==> config.mk <==
export PLATFORM = sky130hd
export DESIGN_NAME = result_nibble_reader
export DESIGN_NICKNAME = d
export VERILOG_FILES = /design/src/rtl/result_nibble_reader.sv
export SDC_FILE = /design/constraint.sdc
export NUM_CORES = 1
export LEC_CHECK = 0
export ABC_AREA = 1
export CAP_MARGIN = 20
export CORE_MARGIN = 2
export CORE_UTILIZATION = 55
export CTS_BUF_LIST = sky130_fd_sc_hd__clkbuf_8
export DETAILED_ROUTE_END_ITERATION = 12
export GPL_TIMING_DRIVEN = 0
export HOLD_SLACK_MARGIN = 0.05
export PLACE_DENSITY = 0.82
export SLEW_MARGIN = 10
export SYNTH_ARGS = -nofsm -noshare
export SYNTH_HDL_FRONTEND = slang
export SYNTH_SLANG_ARGS = --single-unit
==> constraint.sdc <==
create_clock -name clk -period 3.7 [get_ports clk]
set_input_delay 0.37 -clock clk [delete_from_list [all_inputs] [get_ports clk]]
set_output_delay 0.37 -clock clk [all_outputs]
set_load 0.01 [all_outputs]
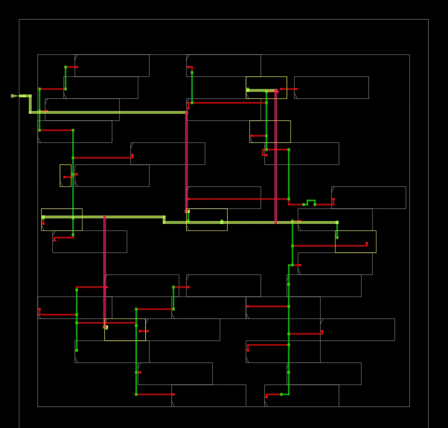
*Clock wiring as the flow saved it*
Clock group: 247 uW
Layout Skew: 0.00505 ns
CLK BUF: 6
clock latency on the worst-skew pair: 0.27 ns

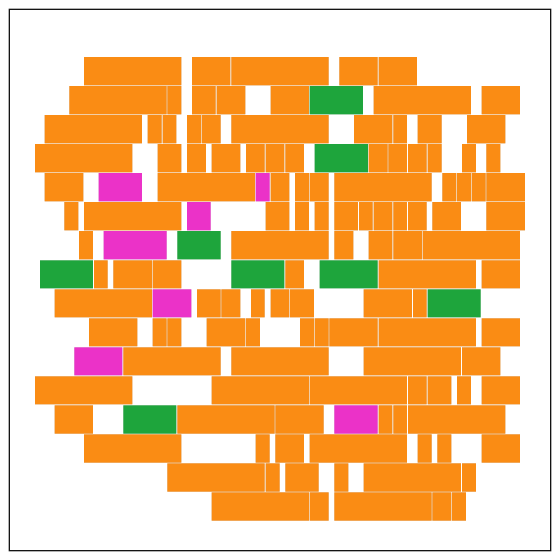
*Cell sizes after repair*
color	size	cells	share
magenta	x2	7	5.1%
orange	x1 and smaller	122	89%
green	x6 and larger	8	5.8%
setup ws final: 2.13 ns
Buffers, non-clock: 20
Finished Cell Area: 1510 sq um

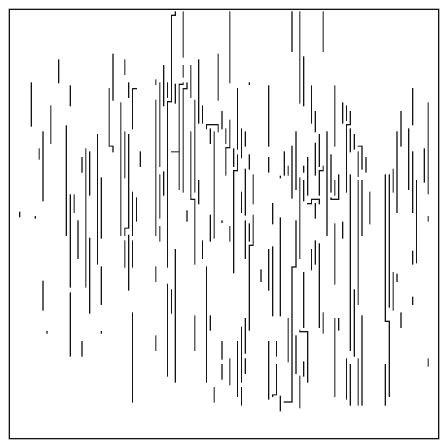
*Signal wires on met2*
nets with wire on the layer	135
longest straight run	20.7 um
main direction	vertical
wire length on this layer	1030 um
Post-Route WL: 2070 um
met2 Use GR: 32.5%
Vias: 837

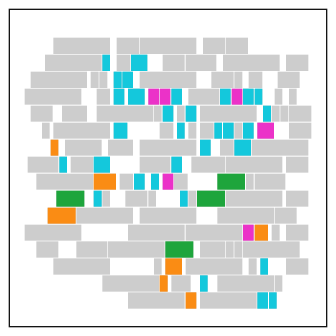
*Gate-type map*
color	family	cells
green	fa/ha/maj cells	4
cyan	nand cells	31
orange	nor cells	7
magenta	aoi and oai cells	6
Post-Layout Cell Count: 164
most numerous logic cell after layout: dfrtp_1
logic share of the area: 25.1%

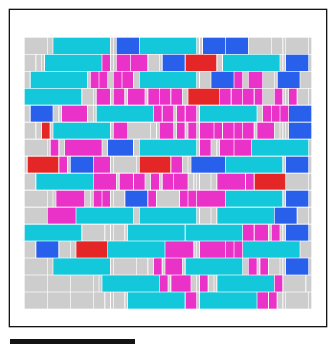
*Placement by cell class*
Bar = 20 um. Fill, decap, tap and diode cells in gray.
color	class	cells
cyan	registers	29
blue	remaining buffers and delay cells	20
magenta	remaining logic cells	81
red	clock drivers and dummy loads	7
core footprint: 2000 sq um
num rows: 16

==> impl_metrics.py <==
# Metrics from the implementation run
metrics = {
    "run_status": {
        "status": "complete, no violations",
    },
    "logic_synthesis": {
        "topCellsByArea": "dfrtp_1, inv_1, nand3_1",
        "ys_cells": 111,
        "synth_cell_type_count": 21,
        "top_area_cell": "dfrtp_1",
        "synth_nets": 127,
        "ff_type": "dfrtp_1",
        "synth_area_sq_um": 1190,
        "seq_area_frac_synth_pct": 60.7,
    },
    "finish": {
        "comb_area_sq_um": 379,
        "flop_area_sq_um": 726,
        "buffer_area_share_pct": 13.7,
        "final_core_util_pct": 75.4,
        "n_all_inverters": 21,
        "area_delta_synth_final_pct": 26.4,
        "largestClassByArea": "sequential cells",
        "num_antenna_cells": 0,
    },
    "setup_path": {
        "critPathTopFamily": "buffers and inverters",
        "crit_chain": "clkdlybuf4s50_1",
        "r2r_slack_ns": 2.18,
        "arrival_ns": 1.20,
        "critPathLaunchType": "register",
        "cpPeakStageDelay_ns": 0.55,
        "critical_path_class": "reg2out",
        "end_kind": "primary output",
        "slowest_stage": "clkdlybuf4s50_1",
    },
    "floorplan": {
        "dieArea_sq_um": 2560,
        "taps": 27,
        "die_w_um": 50.6,
        "ios": 19,
    },
    "global_routing": {
        "antenna_found_initial": 0,
        "grt_remaining_overflow": 0,
        "grt_max_degree": 16,
        "grt_pass1_vias": 836,
    },
    "final_timing": {
        "fin_crit_sh_pct": 42.5,
        "min_period_ns": 1.57,
        "finalHoldViolCount": 0,
        "finalSetupTns_ns": 0,
        "timing.fmax_ghz": 0.635,
        "rsz0062_at_grt": "no",
        "worst_slew_pin_slew_ns": 0.716,
    },
    "cts": {
        "ctsHoldBuffers": 0,
        "postCtsSetupBuffers": 0,
        "clock-root-buffer": "clkbuf_8",
        "cts_sinks": 29,
    },
    "drt": {
        "antenna_left": 0,
        "via_per_inst": 5.10,
        "drc_errors": 0,
        "firstDrtPassIters": 4,
    },
    "placed_design": {
        "place_area_sq_um": 1420,
    },
    "pwr": {
        "irDropWorstVdd_mv": 0.517,
    },
}
## metrics by stage
step / power (uW) / worst slack, ns
6_report: 1230 / 2.13
5_1_grt: 1330 / 2.04
4_1_cts: 1240 / 2.11
3_5_place_dp: 994 / 2.19
3_3_place_gp: 960 / 1.86
2_1_floorplan: 829 / 2.41
## cells by family (layout without fill, tap and decap cells)
logic type,Yosys count,after routing,synth area share (%)
adders and majority gates,4,4,4.19
and+or+nand+nor,46,46,20.8
muxes,2,2,1.88
AOI/OAI and AO/OA,6,6,2.72
DFF,29,29,60.7
buffers and inverters,22,48,7.54
xor gates and xnor gates,2,2,2.09
## power by group
part	leakage (uW)	switching, uW	internal (uW)	total [uW]
Clock	0.0000485	103	144	247
Sequential	0.000352	50.5	431	482
Combinational	0.000337	272	227	500
Power is estimated from default activity; no workload was simulated.
